`config.mk`:
```
export PLATFORM = sky130hd
export DESIGN_NAME = uart_cmd_rx
export DESIGN_NICKNAME = d
export VERILOG_FILES = /design/src/rtl/uart_cmd_rx.sv
export SDC_FILE = /design/constraint.sdc
export NUM_CORES = 1
export LEC_CHECK = 0
export CORE_ASPECT_RATIO = 0.75
export CORE_MARGIN = 2
export CORE_UTILIZATION = 40
export CTS_CLUSTER_DIAMETER = 50
export DETAILED_ROUTE_END_ITERATION = 10
export GPL_TIMING_DRIVEN = 0
export HOLD_SLACK_MARGIN = 0.06
export PLACE_DENSITY = 0.63
export SYNTH_ARGS = -nofsm -noshare
export SYNTH_HDL_FRONTEND = slang
export SYNTH_SLANG_ARGS = --single-unit
```
`constraint.sdc`:
```
create_clock -name clk -period 4.2 [get_ports clk]
set_input_delay 0.42 -clock clk [delete_from_list [all_inputs] [get_ports clk]]
set_output_delay 0.42 -clock clk [all_outputs]
set_load 0.03 [all_outputs]
```
`src/rtl/uart_cmd_rx.sv`:
```
// 8N1 UART receiver for single-byte commands: double-flop synchronised RX, mid-bit sampling,
// registered byte with ready/overrun/framing flags acknowledged by clr_rdy.
module uart_cmd_rx #(
    parameter int BAUD_DIV = 2604
) (
    input  logic       clk,
    input  logic       rst,
    input  logic       RX,
    input  logic       clr_rdy,
    output logic [7:0] rx_data,
    output logic       rdy,
    output logic       frm_err,
    output logic       ovr_err
);

    localparam int CW = $clog2(BAUD_DIV);
    localparam logic [CW-1:0] HALF_LOAD = CW'(BAUD_DIV / 2 - 1);
    localparam logic [CW-1:0] FULL_LOAD = CW'(BAUD_DIV - 1);

    typedef enum logic [1:0] {IDLE, START, DATA, STOP} state_t;

    state_t        state, state_nxt;
    logic [CW-1:0] baud_cnt, baud_nxt;
    logic [3:0]    bit_cnt, bit_nxt;
    logic [7:0]    shift_reg, shift_nxt;
    logic          rx_meta_p0, rx_sync_p1, rx_prev_p2;
    logic [1:0]    warm;
    logic          armed;
    logic          fall, sample, byte_ok, frame_bad;

    // Synchroniser and edge flop; armed only once the line has been seen high after reset
    always_ff @(posedge clk) begin
        if (rst) begin
            rx_meta_p0 <= 1'b1;
            rx_sync_p1 <= 1'b1;
            rx_prev_p2 <= 1'b1;
            warm       <= 2'b00;
            armed      <= 1'b0;
        end else begin
            rx_meta_p0 <= RX;
            rx_sync_p1 <= rx_meta_p0;
            rx_prev_p2 <= rx_sync_p1;
            warm       <= {warm[0], 1'b1};
            if (warm == 2'b11 && rx_sync_p1)
                armed <= 1'b1;
        end
    end

    assign fall   = armed & rx_prev_p2 & ~rx_sync_p1;
    assign sample = (baud_cnt == '0);

    always_ff @(posedge clk) begin
        if (rst) begin
            state     <= IDLE;
            baud_cnt  <= '0;
            bit_cnt   <= '0;
            shift_reg <= '0;
        end else begin
            state     <= state_nxt;
            baud_cnt  <= baud_nxt;
            bit_cnt   <= bit_nxt;
            shift_reg <= shift_nxt;
        end
    end

    always_comb begin
        state_nxt = state;
        baud_nxt  = baud_cnt;
        bit_nxt   = bit_cnt;
        shift_nxt = shift_reg;
        byte_ok   = 1'b0;
        frame_bad = 1'b0;
        if (state != IDLE)
            baud_nxt = sample ? FULL_LOAD : baud_cnt - 1'b1;
        case (state)
            IDLE: begin
                if (fall) begin
                    state_nxt = START;
                    baud_nxt  = HALF_LOAD;
                end
            end
            START: begin
                if (sample) begin
                    if (rx_sync_p1) begin
                        state_nxt = IDLE;
                        baud_nxt  = '0;
                    end else begin
                        state_nxt = DATA;
                        bit_nxt   = '0;
                    end
                end
            end
            DATA: begin
                if (sample) begin
                    shift_nxt = {rx_sync_p1, shift_reg[7:1]};
                    bit_nxt   = bit_cnt + 4'd1;
                    if (bit_cnt == 4'd7)
                        state_nxt = STOP;
                end
            end
            STOP: begin
                if (sample) begin
                    state_nxt = IDLE;
                    baud_nxt  = '0;
                    byte_ok   = rx_sync_p1;
                    frame_bad = ~rx_sync_p1;
                end
            end
            default: state_nxt = IDLE;
        endcase
    end

    // Output flags: a same-cycle set takes priority over the clr_rdy acknowledge
    always_ff @(posedge clk) begin
        if (rst) begin
            rx_data <= '0;
            rdy     <= 1'b0;
            frm_err <= 1'b0;
            ovr_err <= 1'b0;
        end else begin
            if (byte_ok && (!rdy || clr_rdy)) begin
                rx_data <= shift_reg;
                rdy     <= 1'b1;
            end else if (clr_rdy) begin
                rdy <= 1'b0;
            end
            if (byte_ok && rdy && !clr_rdy)
                ovr_err <= 1'b1;
            else if (clr_rdy)
                ovr_err <= 1'b0;
            if (frame_bad)
                frm_err <= 1'b1;
            else if (clr_rdy)
                frm_err <= 1'b0;
        end
    end

endmodule
```
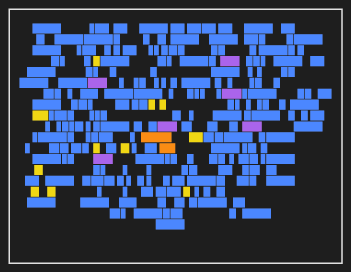
(images/sizes.png)
Scale: 4 px per um.
_0 and _1 cells -> blue  # cells 223
_6 and larger -> purple  # cells 6
_2 cells -> yellow  # cells 11
_3 and _4 cells -> orange  # cells 2

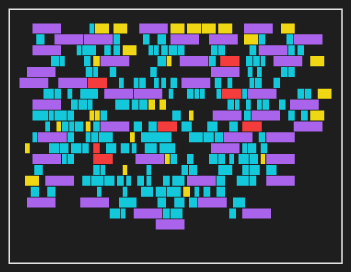
(images/placement_by_type.png)
Scale: 4 px per um.
clock drivers and dummy loads -> red  # cells 7, share of their area 4.2%
combinational and other logic -> cyan  # cells 164, share of their area 45%
other buffers and delay cells -> yellow  # cells 28, share of their area 9.2%
flops -> purple  # cells 43, share of their area 41%
post-route cell area: 2150 um2
fin util: 0.482
fraction of area in registers: 0.400

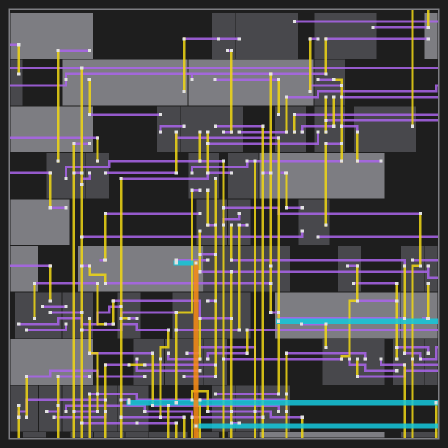
(images/detail.png)
Region (8, 35) to (33, 60) um. Cells in gray, sequential cells in the stronger gray; small squares are vias.
metal 2 -> yellow
metal 3 -> cyan
metal 1 -> purple
metal 4 -> orange
sequential cells in the window = 8
most frequent = dfxtp_1 (8), a21oi_1 (6)
netlist names of flops here include = `bit_cnt` (3), `rx_data` (2)
cells with their middle in the window = 42

==> impl_metrics.toml <==
# yosys + openroad results
[final_layout]
area.share.combinational = 0.423
area_overhead_vs_synth_pct = 15.5
filler_cell_count = 455
post_route_cells_drive_above_1_share = 0.0785
final_layout_top_logic_cells = "dfxtp_1 (43), a21oi_1 (27), nand2_1 (21)"
num-clock-buffers = 6
numSequentialCells = 43

[floorplanning]
die-height_um = 63.1
floorplan.initialDensity = 0.417
floorplan.io_pins = 15

[critical_path]
cp.depth = 7
cp_slowest_cell = "or4_4"
crit_path_start_kind = "flip-flop"
cells_along_the_critical_path = "inv_1 -> ha_1 -> or4b_1 -> buf_2 -> or4_4 -> o21ai_0 -> nor3_1"
worstSetupEndpoint = "baud_cnt[7]"

[routing]
top_signal_layer_used = "met4"
post_drt_via_cell_ratio = 5.51
routed-wl-met3_um = 207

[clocking]
tritoncts_sinks = 43
cts.clk_slew.worst_paths_ns = 0.08

[sta]
report.final.hold_viol_count = 0
slew_viol_final = 0
highest_clock_frequency_the_design_can_meet_mhz = 421
finalSetupViolations = 0
final.setup_skew_ns = 0.00621

[run]
log.warning_count = 26
cap_viol_max_count = 0

[global_routing]
met2_resource_use_gr = 0.223
grt-ovfl-total = 0

[yosys]
ff_type = "dfxtp_1"
yosys.area_share.aoi = 0.197
synth.distinct_cells = 41
yosys_warnings = 0
synth-adder-area-share = 0.0134

[power]
power.leakage_nw = 0.744

[status]
run_status = "complete, no violations"

[hold_path]
min_from = "rx_meta_p0"

[placement]
globalplace.congestion = 0.813
number_of_buffers_inserted_by_port_buffering = 13
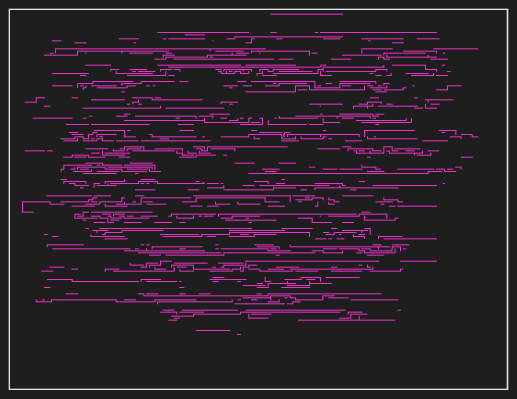
(images/layer_met1.png)
Scale: 6 px per um.
nets with wire on the layer = 233
longest straight run = 35.0 um
sum of routed wire length over all layers: 4290 um
total number of vias: 1646
met1 track demand over resource: 0.271

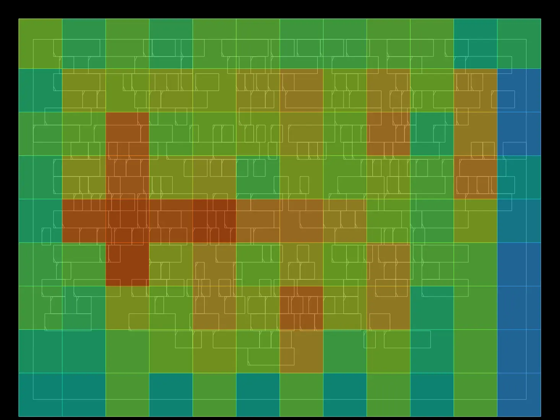
(images/congestion.png)
met3 Track Usage GR: 0.0433
gr usage total: 0.173
layer with the highest usage after global routing: met1
drt wl/cell: 14.3 um

